## src/rtl/delay_pkg.sv

```systemverilog
// Shared types and defaults for the multi-channel delay timer.
package delay_pkg;

   typedef enum logic {
      IDLE  = 1'b0,
      COUNT = 1'b1
   } state_e;

   typedef enum logic {
      PERIODIC = 1'b0,
      ONESHOT  = 1'b1
   } mode_e;

   localparam int unsigned DEF_PERIOD_DEFAULT = 750;
   localparam int unsigned NCH_MAX            = 16;

   // Channel-select width: never narrower than one bit, even for a single channel.
   function automatic int sel_width(input int n);
      return (n <= 2) ? 1 : $clog2(n);
   endfunction

endpackage

```

## src/rtl/multi_delay_timer_if.sv

```systemverilog
// Configuration, per-channel control and status bundle for multi_delay_timer.
interface multi_delay_timer_if
   import delay_pkg::*;
#(
   parameter int NCH   = 4,
   parameter int CBITS = 10,
   parameter int CHB   = sel_width(NCH)
);

   logic             cfg_valid;
   logic [CHB-1:0]   cfg_ch;
   logic [CBITS-1:0] cfg_period;
   logic             cfg_mode;
   logic [NCH-1:0]   start;
   logic [NCH-1:0]   stop;
   logic [NCH-1:0]   clr_err;
   logic [NCH-1:0]   sig;
   logic [NCH-1:0]   busy;
   logic [NCH-1:0]   err;

   modport master (
      output cfg_valid, cfg_ch, cfg_period, cfg_mode,
      output start, stop, clr_err,
      input  sig, busy, err
   );

   modport slave (
      input  cfg_valid, cfg_ch, cfg_period, cfg_mode,
      input  start, stop, clr_err,
      output sig, busy, err
   );

endinterface

```

## src/rtl/delay_chan.sv

```systemverilog
// One timer channel: IDLE/COUNT FSM, counter, period/mode registers and sticky error.
module delay_chan
   import delay_pkg::*;
#(
   parameter int CBITS      = 10,
   parameter int DEF_PERIOD = DEF_PERIOD_DEFAULT
) (
   input  logic             clk,
   input  logic             rst,
   input  logic             cfg_wr,
   input  logic [CBITS-1:0] cfg_period,
   input  logic             cfg_mode,
   input  logic             start,
   input  logic             stop,
   input  logic             clr_err,
   output logic             sig,
   output logic             busy,
   output logic             err
);

   localparam logic [CBITS-1:0] DEF_P = CBITS'(DEF_PERIOD);

   state_e           state_q, state_d;
   logic [CBITS-1:0] cnt_q, cnt_d;
   logic [CBITS-1:0] per_q, per_d;
   mode_e            mode_q, mode_d;
   logic [CBITS-1:0] run_per_q, run_per_d;
   mode_e            run_mode_q, run_mode_d;
   logic             sig_q, sig_d;
   logic             busy_q, busy_d;
   logic             err_q, err_d;
   logic             err_set;

   always_comb begin
      state_d    = state_q;
      cnt_d      = cnt_q;
      per_d      = per_q;
      mode_d     = mode_q;
      run_per_d  = run_per_q;
      run_mode_d = run_mode_q;
      sig_d      = 1'b0;
      err_set    = 1'b0;

      if (cfg_wr) begin
         if (state_q == IDLE) begin
            per_d  = cfg_period;
            mode_d = mode_e'(cfg_mode);
         end else begin
            err_set = 1'b1;
         end
      end
      // A new error in the same cycle as a clear keeps the flag set.
      err_d = err_set | (err_q & ~clr_err);

      // The running count compares against a copy taken at start, so a config
      // write landing in the start cycle only affects the next start.
      case (state_q)
         IDLE: begin
            cnt_d = '0;
            if (start && !stop) begin
               state_d    = COUNT;
               run_per_d  = per_q;
               run_mode_d = mode_q;
            end
         end
         COUNT: begin
            if (stop) begin
               state_d = IDLE;
               cnt_d   = '0;
            end else if (start) begin
               cnt_d      = '0;
               run_per_d  = per_q;
               run_mode_d = mode_q;
            end else if (cnt_q == run_per_q) begin
               sig_d = 1'b1;
               cnt_d = '0;
               if (run_mode_q == ONESHOT) begin
                  state_d = IDLE;
               end
            end else begin
               cnt_d = cnt_q + 1'b1;
            end
         end
         default: begin
            state_d = IDLE;
            cnt_d   = '0;
         end
      endcase

      busy_d = (state_d == COUNT);
   end

   always_ff @(posedge clk) begin
      if (rst) begin
         state_q    <= IDLE;
         cnt_q      <= '0;
         per_q      <= DEF_P;
         mode_q     <= PERIODIC;
         run_per_q  <= DEF_P;
         run_mode_q <= PERIODIC;
         sig_q      <= 1'b0;
         busy_q     <= 1'b0;
         err_q      <= 1'b0;
      end else begin
         state_q    <= state_d;
         cnt_q      <= cnt_d;
         per_q      <= per_d;
         mode_q     <= mode_d;
         run_per_q  <= run_per_d;
         run_mode_q <= run_mode_d;
         sig_q      <= sig_d;
         busy_q     <= busy_d;
         err_q      <= err_d;
      end
   end

   assign sig  = sig_q;
   assign busy = busy_q;
   assign err  = err_q;

endmodule

```

## src/rtl/multi_delay_timer.sv

```systemverilog
// NCH independent delay timers; the top level only decodes the config target.
module multi_delay_timer
   import delay_pkg::*;
#(
   parameter int NCH        = 4,
   parameter int CBITS      = 10,
   parameter int DEF_PERIOD = DEF_PERIOD_DEFAULT,
   parameter int CHB        = sel_width(NCH)
) (
   input  logic                clk,
   input  logic                rst,
   multi_delay_timer_if.slave  bus
);

   logic [NCH-1:0] cfg_wr;

   // Selects above NCH-1 match no channel, so such writes vanish silently.
   always_comb begin
      cfg_wr = '0;
      if (bus.cfg_valid) begin
         for (int i = 0; i < NCH; i++) begin
            if (bus.cfg_ch == CHB'(i)) begin
               cfg_wr[i] = 1'b1;
            end
         end
      end
   end

   for (genvar i = 0; i < NCH; i++) begin : g_ch
      delay_chan #(
         .CBITS      (CBITS),
         .DEF_PERIOD (DEF_PERIOD)
      ) u_chan (
         .clk        (clk),
         .rst        (rst),
         .cfg_wr     (cfg_wr[i]),
         .cfg_period (bus.cfg_period),
         .cfg_mode   (bus.cfg_mode),
         .start      (bus.start[i]),
         .stop       (bus.stop[i]),
         .clr_err    (bus.clr_err[i]),
         .sig        (bus.sig[i]),
         .busy       (bus.busy[i]),
         .err        (bus.err[i])
      );
   end

endmodule

```

## src/flat_wrapper.sv

```systemverilog
// flat-port wrapper written by rule: the top's interface ports become plain ports
module multi_delay_timer_flat import delay_pkg::*;
#(
   parameter int NCH        = 4,
   parameter int CBITS      = 10,
   parameter int DEF_PERIOD = DEF_PERIOD_DEFAULT,
   parameter int CHB        = sel_width(NCH)
)
  (clk, rst, bus_cfg_valid, bus_cfg_ch, bus_cfg_period, bus_cfg_mode, bus_start, bus_stop, bus_clr_err, bus_sig, bus_busy, bus_err);
  multi_delay_timer_if #(.NCH(NCH), .CBITS(CBITS), .CHB(CHB)) bus_i ();
  input  logic clk;
  input  logic rst;
  input wire logic [$bits(bus_i.cfg_valid)-1:0] bus_cfg_valid;
  input wire logic [$bits(bus_i.cfg_ch)-1:0] bus_cfg_ch;
  input wire logic [$bits(bus_i.cfg_period)-1:0] bus_cfg_period;
  input wire logic [$bits(bus_i.cfg_mode)-1:0] bus_cfg_mode;
  input wire logic [$bits(bus_i.start)-1:0] bus_start;
  input wire logic [$bits(bus_i.stop)-1:0] bus_stop;
  input wire logic [$bits(bus_i.clr_err)-1:0] bus_clr_err;
  output wire logic [$bits(bus_i.sig)-1:0] bus_sig;
  output wire logic [$bits(bus_i.busy)-1:0] bus_busy;
  output wire logic [$bits(bus_i.err)-1:0] bus_err;
  assign bus_i.cfg_valid = bus_cfg_valid;
  assign bus_i.cfg_ch = bus_cfg_ch;
  assign bus_i.cfg_period = bus_cfg_period;
  assign bus_i.cfg_mode = bus_cfg_mode;
  assign bus_i.start = bus_start;
  assign bus_i.stop = bus_stop;
  assign bus_i.clr_err = bus_clr_err;
  assign bus_sig = bus_i.sig;
  assign bus_busy = bus_i.busy;
  assign bus_err = bus_i.err;
  multi_delay_timer #(.NCH(NCH), .CBITS(CBITS), .DEF_PERIOD(DEF_PERIOD), .CHB(CHB)) u_core (.clk(clk), .rst(rst), .bus(bus_i));
endmodule
```

## config.mk

```make
export PLATFORM = sky130hd
export DESIGN_NAME = multi_delay_timer_flat
export DESIGN_NICKNAME = d
export VERILOG_FILES = /design/src/rtl/delay_pkg.sv /design/src/rtl/multi_delay_timer_if.sv /design/src/rtl/delay_chan.sv /design/src/rtl/multi_delay_timer.sv /design/src/flat_wrapper.sv
export SDC_FILE = /design/constraint.sdc
export NUM_CORES = 1
export LEC_CHECK = 0
export ABC_AREA = 1
export CAP_MARGIN = 20
export CORE_MARGIN = 2
export CORE_UTILIZATION = 44
export DETAILED_ROUTE_END_ITERATION = 10
export GPL_TIMING_DRIVEN = 0
export PLACE_DENSITY_LB_ADDON = 0.15
export SLEW_MARGIN = 25
export SYNTH_ARGS = -nofsm -noshare
export SYNTH_HDL_FRONTEND = slang
export SYNTH_SLANG_ARGS = --single-unit
export TNS_END_PERCENT = 50
```

## constraint.sdc

```tcl
create_clock -name clk -period 2.6 [get_ports clk]
set_input_delay 0.52 -clock clk [delete_from_list [all_inputs] [get_ports clk]]
set_output_delay 0.52 -clock clk [all_outputs]
set_load 0.05 [all_outputs]
```

run_1/floorplan.png
The bar under the picture is 20 um long. Pins as bars on the die edge.
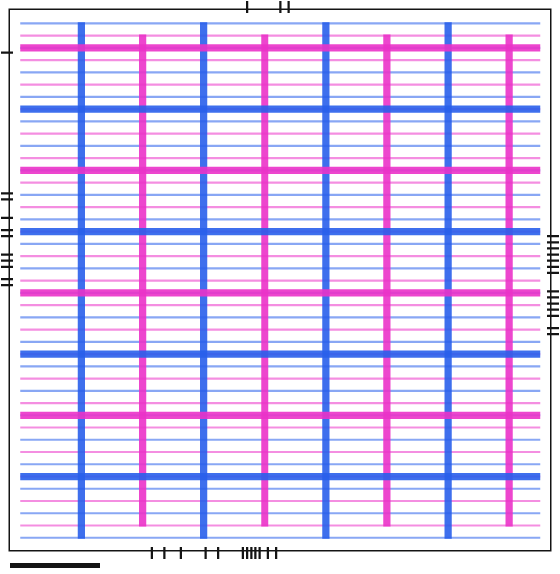
color	net
magenta	VDD
blue	VSS
met5 straps	8
met1 rails	43
rows	42

run_1/class_map.png
The bar under the picture is 20 um long.
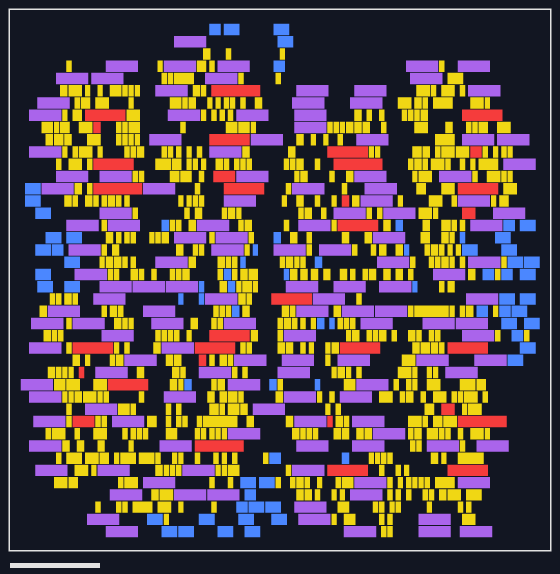
color	class	cells	share of their area
red	clock drivers and dummy loads	32	9.4%
purple	registers	140	40%
yellow	remaining logic cells	606	42%
blue	remaining buffers and delay cells	73	8.3%

run_1/clock_wires.png
The bar under the picture is 20 um long.
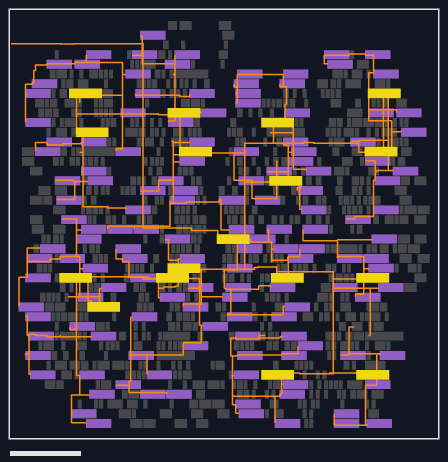
[orange] clock wires | length: 1,710 um
[yellow] clock-net drivers | count: 17
[purple] flip-flops | count: 140
routed clock nets	18

==> reports/summary.txt, run 1 <==
Hold Violations, Final - 0
Comb power frac - 6.6%
Most numerous logic cell after layout - nand2_1
Worst Setup End Kind - primary output
Synth unique cells - 32
Die Y - 120 um
Max Cap Violations - 0
DRT Pass-1 Iters - 5
PostCTS Resize Cnt - 0
Avg Cell Area, Syn - 7.58 sq um
Number of logged tool warnings - 26
Post-route cell area - 7180 sq um
Area grow syn2layout - 21.3%
Unrepaired setup endpoints after global routing - false
Fin util - 54.4%
GR Util met2 - 33.5%
Fp_density - 44.8%
NumNets Final - 870
VDD IR-drop max - 0.459 mV
Run status - completed
Via count - 4,897
Core Region - 13,200 sq um
Dominant flop cell - dfxtp_1
Setup TNS - 0 ps
Slew HR - 51.9%
Detailed Route WL - 13,500 um
Syn Nets - 812
Largest net degree at the start of global routing - 17
CP max FO - 4
CP Cell Sequence - buf_4, clkdlybuf4s50_1
Worst-case hold slack - 463 ps
Maximum root-to-sink buffer count - 2
I/O Buffers - 39
Period utilisation layout - 88.2%
Share of post-route cells with drive strength above 1 - 9.64%
Vias per inst - 4.77
P per Cell Area - 734 nW/um^2
Clock Latency Late Sink - 420 ps
GRT Resource Usage Total - 20.2%
Hold WC Path Type - reg2reg
CP Buf/Inv Count - 2
Drt first-iter violations - 403
Cell count in the Yosys report - 780
DIE AREA - 14,400 sq um
Worst-Margin Slew - 722 ps
Maximum clock frequency - 0.436 GHz
Die W - 120 um
Req. time, crit path - 2080 ps
Routed Antenna Nets - 0
Setup CP Type - reg2out
Total CTS buffers - 17
Slowest stage cell, crit path - clkdlybuf4s50_1
# rows - 42
Min cycle time layout - 2290 ps
# IOs - 40
CTS Root Cell - clkbuf_16
Routed WL per cell - 13.1 um
Final setup vio count - 0
CP peak stage delay - 790 ps
Worst path top cell family by delay - buffers and inverters
First-pass GRT wire length - 22,800 um
Register share after synthesis - 47.4%
Vias in the first global route - 4,708
Total power - 0.00527 W
#FFs+latches synth - 140
Setup Fix Bufs, Post-CTS - 0
CTS tree - done
Number of remaining DRC errors - 0
Switch Pwr - 0.00116 W
Area of the mapped netlist - 5910 sq um
Met3 Track Usage GR - 5.37%
Num Clock Sinks - 140
Switch share - 21.9%
GPL Wtd Cong - 0.779
Top Layout Cells - nand2_1 (190), dfxtp_1 (140), nor2_1 (105)
-- run 1: flip-flops by register name (all words and copies together) (netlist names) --
| register | cells |
|---|---|
| u_core.g_ch.u_chan.per_q | 40 |
| u_core.g_ch.u_chan.mode_q | 4 |
| u_core.g_ch.u_chan.sig | 4 |
| u_core.g_ch.u_chan.cnt_q | 40 |
| u_core.g_ch.u_chan.busy | 4 |
| u_core.g_ch.u_chan.err | 4 |
| u_core.g_ch.u_chan.run_per_q | 40 |
| u_core.g_ch.u_chan.run_mode_q | 4 |
-- run 1: per-layer routing --
layer | up-vias | routed length, um | share of wire, %
li1 | 2558 | - | -
met2 | 120 | 6360 | 47
met1 | 2205 | 6350 | 47
met4 | 0 | 170 | 1.3
met3 | 14 | 607 | 4.5
met5 | - | 0 | 0
-- run 1: worst paths after layout --
path,to,slack [ps],depth (start not counted),from
setup reg to reg,u_core.g_ch[1].u_chan.cnt_q[8],1110,6,u_core.g_ch[1].u_chan.cnt_q[0]
setup / recovery,bus_busy[3],310,2,u_core.g_ch[3].u_chan.busy
hold / removal,u_core.g_ch[2].u_chan.err,460,2,u_core.g_ch[2].u_chan.err
hold reg to reg,u_core.g_ch[2].u_chan.err,460,2,u_core.g_ch[2].u_chan.err
-- run 1: cell usage after synthesis (2+ instances only) --
master	n	share of area, %
a21oi_1	23	1.9
buf_2	11	0.93
buf_4	12	1.5
clkbuf_1	10	0.63
clkinv_1	4	0.25
dfxtp_1	140	47
ha_1	4	0.85
inv_1	75	4.8
inv_2	4	0.25
nand2_1	190	12
nand2_2	5	0.53
nand3_1	68	5.8
nand3_2	4	0.68
nand4_1	8	0.85
nand4_4	2	0.72
nor2_1	105	6.7
nor2_2	7	0.74
nor3_1	4	0.34
nor3_2	3	0.51
nor3b_1	3	0.38
o211ai_1	13	1.7
o21ai_0	31	2.6
or2_1	2	0.21
xnor2_1	23	3.4
xor2_1	22	3.3
-- run 1: cell type report --
class | instances | area [sq um]
sequential | 140 | 2800
clock buffer | 21 | 460
buffer | 34 | 186
inverter | 83 | 312
multi-input combinational | 523 | 2610
tap | 176 | 220
fill | 1272 | 6010
clock inverter | 11 | 190
timing repair buffer | 39 | 390
-- run 1: metrics by stage --
stage	worst slack [ps]	cells
2_1_floorplan	1260	780
6_report	307	1027
3_5_place_dp	387	995
4_1_cts	303	1027
5_1_grt	266	1027
3_3_place_gp	399	995
-- run 1: tightest hold or removal path: cells and delay by family (launching register included) --
family | cells | cell delay, ps
flops | 1 | 310
simple gates | 1 | 60
compound gates | 1 | 50
-- run 1: cells by family after synthesis --
| kind of cell | Yosys count | synth area share (%) |
|---|---|---|
| flops | 140 | 47.4 |
| compound gates | 67 | 6.22 |
| fa+ha+maj | 4 | 0.846 |
| buf+inv | 117 | 8.42 |
| xor+xnor | 45 | 6.66 |
| simple gates | 407 | 30.5 |
-- run 1: power groups by stage --
stage,sequential (W),combinational (W),clock [W]
4_1_cts,0.00228,0.000348,0.00269
5_1_grt,0.00229,0.000391,0.00279
3_3_place_gp,0.00232,0.000336,0
2_1_floorplan,0.00231,0.000218,0
3_5_place_dp,0.00232,0.000344,0
6_report,0.00228,0.000347,0.00265
==> inputs of run 2 (changes only) <==
--- a/config.mk
+++ b/config.mk
@@ -7,7 +7,6 @@
 export LEC_CHECK = 0
 export ABC_AREA = 1
 export CAP_MARGIN = 20
-export CORE_MARGIN = 2
 export CORE_UTILIZATION = 44
 export DETAILED_ROUTE_END_ITERATION = 10
 export GPL_TIMING_DRIVEN = 0
==> run 2 against run 1 <==
Effect of this change:
- clock skew is 1.8 ps lower
- clock power is 6% lower
- largest cell class unchanged
- critical endpoint unchanged
- hold slack worse by 5.9 ps
- routed wire length is 0.99% higher
- highest routed layer unchanged
==> reports/summary.txt, run 2 <==
Setup Fix Bufs, Post-CTS - 0 (unchanged)
Maximum root-to-sink buffer count - 2 (unchanged)
Worst Setup End Kind - primary output
Largest net degree at the start of global routing - 17 (unchanged)
Avg Cell Area, Syn - 7.58 sq um (unchanged)
Area grow syn2layout - 20.6%
Final setup vio count - 0 (unchanged)
Total CTS buffers - 17 (unchanged)
Die W - 118 um (-1.7%)
CP max FO - 4 (unchanged)
Post-route cell area - 7130 sq um (-0.61%)
Area leader, netlist - dfxtp_1
I/O Buffers - 39 (unchanged)
Via count - 5,053 (+3.2%)
Num Clock Sinks - 140 (unchanged)
Unrepaired setup endpoints after global routing - false
Most frequent cells after synthesis - nand2_1 (190), dfxtp_1 (140), nor2_1 (105)
Slew HR - 52.5% (+0.66 points)
Worst setup path start - u_core.g_ch[3].u_chan.busy
Routed Antenna Nets - 0 (unchanged)
Biggest regs - u_core.g_ch.u_chan.cnt_q x40, u_core.g_ch.u_chan.per_q x40, u_core.g_ch.u_chan.run_per_q x40
Run status - completed
CTS tree - done
Top Layout Cells - nand2_1 (190), dfxtp_1 (140), nor2_1 (105)
Share of post-route cells with drive strength above 1 - 9.75% (+0.12 points)
Cell count in the Yosys report - 780 (unchanged)
CP Buf/Inv Count - 2 (unchanged)
Dominant flop cell - dfxtp_1
CP Cell Sequence - buf_4, clkdlybuf4s50_1
Min cycle time layout - 2280 ps (-14.2 ps)
Worst path top cell family by delay - buffers and inverters
Worst-case hold slack - 458 ps (-5.89 ps)
Total power - 0.00511 W (-3.0%)
Maximum clock frequency - 0.439 GHz (+0.62%)
Routed WL per cell - 13.3 um (+1.4%)
GRT Resource Usage Total - 21.2% (+0.97 points)
Setup CP Type - reg2out
==> run 2: cell counts after synthesis <==
No cell type changed its count.
==> run 2: cell type report <==
| cell class | count | share of cell area, % |
|---|---|---|
| clock inverter | 11 | 1.98 |
| buffer | 34 | 2.61 |
| timing repair buffer | 39 | 5.47 |
| tap | 172 | 3.02 |
| multi-input combinational | 523 | 36.6 |
| sequential | 140 | 39.3 |
| clock buffer | 21 | 6.60 |
| inverter | 83 | 4.37 |
==> run 2: cell families after synthesis <==
| kind of cell | Yosys count | share of synthesized area (%) |
|---|---|---|
| buffers and inverters | 117 | 8.42 |
| XOR/XNOR | 45 | 6.66 |
| adder cells (fa/ha/maj) | 4 | 0.846 |
| AND/OR/NAND/NOR | 407 | 30.5 |
| flip-flops | 140 | 47.4 |
| AND-OR/OR-AND | 67 | 6.22 |
==> run 2: final timing paths <==
check                                      to  slack (ps)  cells after the start
max                               bus_busy[3]         320                      2
min          u_core.g_ch[0].u_chan.run_mode_q         460                      2
max reg2reg    u_core.g_ch[3].u_chan.cnt_q[8]        1100                      6
min reg2reg  u_core.g_ch[0].u_chan.run_mode_q         460                      2
==> run 2: routing by layer <==
metal | vias up | routed length, um | global-route usage, %
li1 | 2570 | - | -
met1 | 2365 | 6290 | 26.3
met2 | 100 | 6440 | 35.4
met3 | 18 | 652 | 5.23
met4 | 0 | 231 | 7.85
met5 | - | 0 | 0
==> run 2: per-stage QoR <==
stage | util [%] | cells
2_1_floorplan | - | 780
3_3_place_gp | 50.6 | 991
3_5_place_dp | 50.6 | 991
4_1_cts | 55.4 | 1023
5_1_grt | 55.4 | 1023
6_report | 55.4 | 1023
==> run 2: power breakdown <==
part           internal [W]  switching, W
Sequential          0.00223     0.0000467
Combinational      0.000135      0.000212
Clock               0.00158      0.000912
Total               0.00394       0.00117
==> run 2: worst register-to-register path, cell delays in order (launching register included) <==
cell and delay, ps:
dfxtp_1 410, ha_1 210, nand3_1 130, nor2_1 200, nand4_1 130, or2_0 230
a21oi_1 120
run_2/floorplan.png
The bar under the picture is 20 um long. Pins as bars on the die edge.
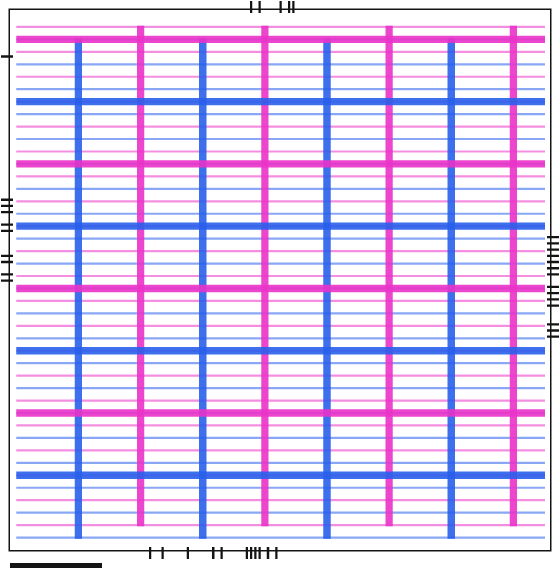
color	net
magenta	VDD
blue	VSS
rows	41
met4 straps	8
signal pins	40
met5 straps	8

run_2/placed.png
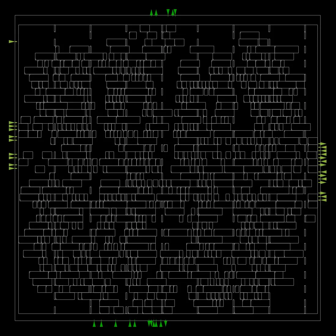
Fill cells: 1,214
# rows: 41
fin util: 55.4%
Core Region: 12,900 sq um
layout sequential cell count: 140

==> inputs of run 3 (changes only) <==
==> constraint.sdc (replaced) <==
create_clock -name clk -period 2.6 [get_ports clk]
set_input_delay 0.52 -clock clk [delete_from_list [all_inputs] [get_ports clk]]
set_output_delay 0.52 -clock clk [all_outputs]
set_load 0.02 [all_outputs]
run_3/layers.png
Two of the layers only.
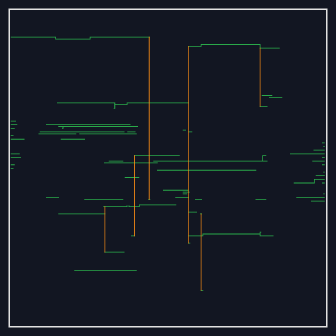
color	layer	wire length
orange	M4	231 um
green	M3	653 um

run_3/floorplan.png
The bar under the picture is 20 um long. Pins as bars on the die edge.
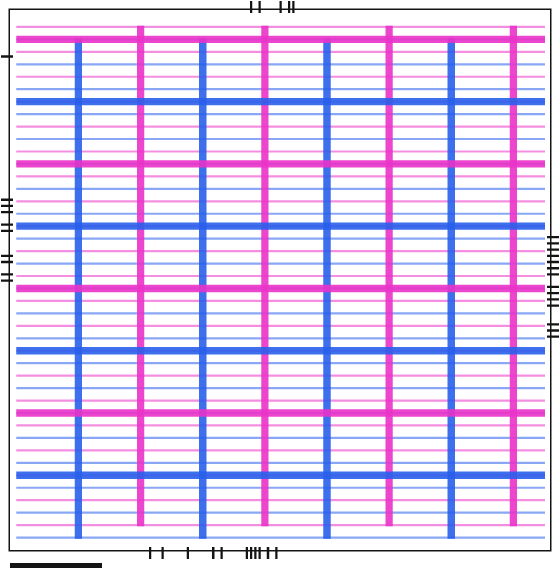
color	net
blue	VSS
magenta	VDD
met4 straps	8
signal pins	40

==> run 3 against run 2 <==
Effect of this change:
- global-route usage unchanged
- total power down 0.18%
- core utilization unchanged
- area after synthesis unchanged
- die area unchanged
- flip-flop count unchanged
- critical path type unchanged
- critical endpoint unchanged
==> reports/summary.txt, run 3 <==
DIE AREA - 13,900 sq um
Slew HR - 52.5% (unchanged)
# rows - 41 (unchanged)
Setup Fix Bufs, Post-CTS - 0 (unchanged)
CP max FO - 4 (unchanged)
Biggest regs - u_core.g_ch.u_chan.cnt_q x40, u_core.g_ch.u_chan.per_q x40, u_core.g_ch.u_chan.run_per_q x40
Top Layout Cells - nand2_1 (190), dfxtp_1 (140), nor2_1 (105)
Reg2Reg Depth - 6 (unchanged)
Unrepaired setup endpoints after global routing - false
Vias per inst - 4.94
Largest net degree at the start of global routing - 17 (unchanged)
Most frequent cells after synthesis - nand2_1 (190), dfxtp_1 (140), nor2_1 (105)
Setup CP Type - reg2out
Vias in the first global route - 4,931
Num Clock Sinks - 140 (unchanged)
GRT Resource Usage Total - 21.2% (unchanged)
Most numerous logic cell after layout - nand2_1
YS warnings - 0
Routed Antenna Nets - 0 (unchanged)
Die W - 118 um (unchanged)
End of the critical path - bus_busy[3]
Maximum root-to-sink buffer count - 2 (unchanged)
Fin util - 55.4% (unchanged)
Mapped Cells - 780
Setup TNS - 0 ps
Routed WL per cell - 13.3 um (unchanged)
Via count - 5,053 (unchanged)
Fp_density - 45.9%
Run status - completed
R2R Setup Slk - 1100 ps (about the same)
GPL Wtd Cong - 0.823
CTS Hold Bufs - 0
Leak - 2.97 nW
Asr flop ratio synth - 0%
Worst Setup End Kind - primary output
Area leader, netlist - dfxtp_1
Worst setup path start - u_core.g_ch[3].u_chan.busy
Share of post-route cells with drive strength above 1 - 9.75% (unchanged)
Detailed Route WL - 13,600 um
I/O Buffers - 39 (unchanged)
RR Endpoint - u_core.g_ch[3].u_chan.cnt_q[8]
Total CTS buffers - 17 (unchanged)
Max-area cell share - 47.4%
Min cycle time layout - 2080 ps (-199 ps)
Final setup vio count - 0 (unchanged)
First-pass GRT wire length - 23,200 um
# IOs - 40
Maximum clock frequency - 0.481 GHz (+9.6%)
Avg Cell Area, Syn - 7.58 sq um (unchanged)
Area grow syn2layout - 20.6% (unchanged)
Dominant flop cell - dfxtp_1
CTS tree - done
Cell count in the Yosys report - 780 (unchanged)
Core Region - 12,900 sq um (unchanged)
run 3: cell counts in the layout (fill, tap and decap cells not counted):
Identical to the previous run, type by type.
run 3: per-layer routing:
layer	routed length, um	GRT usage [%]	vias to the layer above
met5	0	0	-
met4	231	7.85	0
met3	652	5.23	18
met2	6440	35.4	100
met1	6290	26.3	2365
li1	-	-	2570
run 3: final cells by class:
class | count | area (sq um)
well taps | 172 | 215
flip-flops and latches | 140 | 2800
clock buffers | 21 | 470
multi-input cells | 523 | 2610
repair buffers | 39 | 390
plain buffers | 34 | 186
clock inverters | 11 | 141
inverters | 83 | 312
fillers | 1214 | 5740
run 3: worst min-delay path by stage:
stage | depth (start not counted) | endpoint
2_1_floorplan | 2 | u_core.g_ch[3].u_chan.per_q[1]
3_3_place_gp | 2 | u_core.g_ch[3].u_chan.per_q[7]
3_5_place_dp | 2 | u_core.g_ch[0].u_chan.run_mode_q
4_1_cts | 2 | u_core.g_ch[0].u_chan.run_mode_q
5_1_grt | 2 | u_core.g_ch[0].u_chan.per_q[0]
6_report | 2 | u_core.g_ch[0].u_chan.run_mode_q
run 3: logic make-up after synthesis:
kind of cell | Yosys count | synth area share, %
AOI/OAI and AO/OA | 67 | 6.22
DFF | 140 | 47.4
and+or+nand+nor | 407 | 30.5
xor gates and xnor gates | 45 | 6.66
adders and majority gates | 4 | 0.846
buffers and inverters | 117 | 8.42
run 3: worst max-delay path, stage by stage, from the launching register on:
cell,delay [ps]
dfxtp_1,410
buf_4,140
clkdlybuf4s50_1,590
run 3: where the power goes:
| group | leakage (nW) | internal [W] | switching [W] |
|---|---|---|---|
| registers | 1.14 | 0.00223 | 0.0000467 |
| logic | 1.53 | 0.000136 | 0.000203 |
| clock network | 0.295 | 0.00158 | 0.000912 |
run 3: metrics by stage:
stage	total power, W	cells	area, sq um	hold WS, ps	worst slack [ps]
after floorplan	0.00252	780	5910	429	1260
after detailed placement	0.00266	991	6520	448	367
final	0.00510	1023	7130	458	520
after CTS	0.00513	1023	7130	456	510
after global routing	0.00529	1023	7130	478	485
after global placement	0.00265	991	6520	443	397
Power figures rest on the tool's default switching activity, not on a simulated workload.
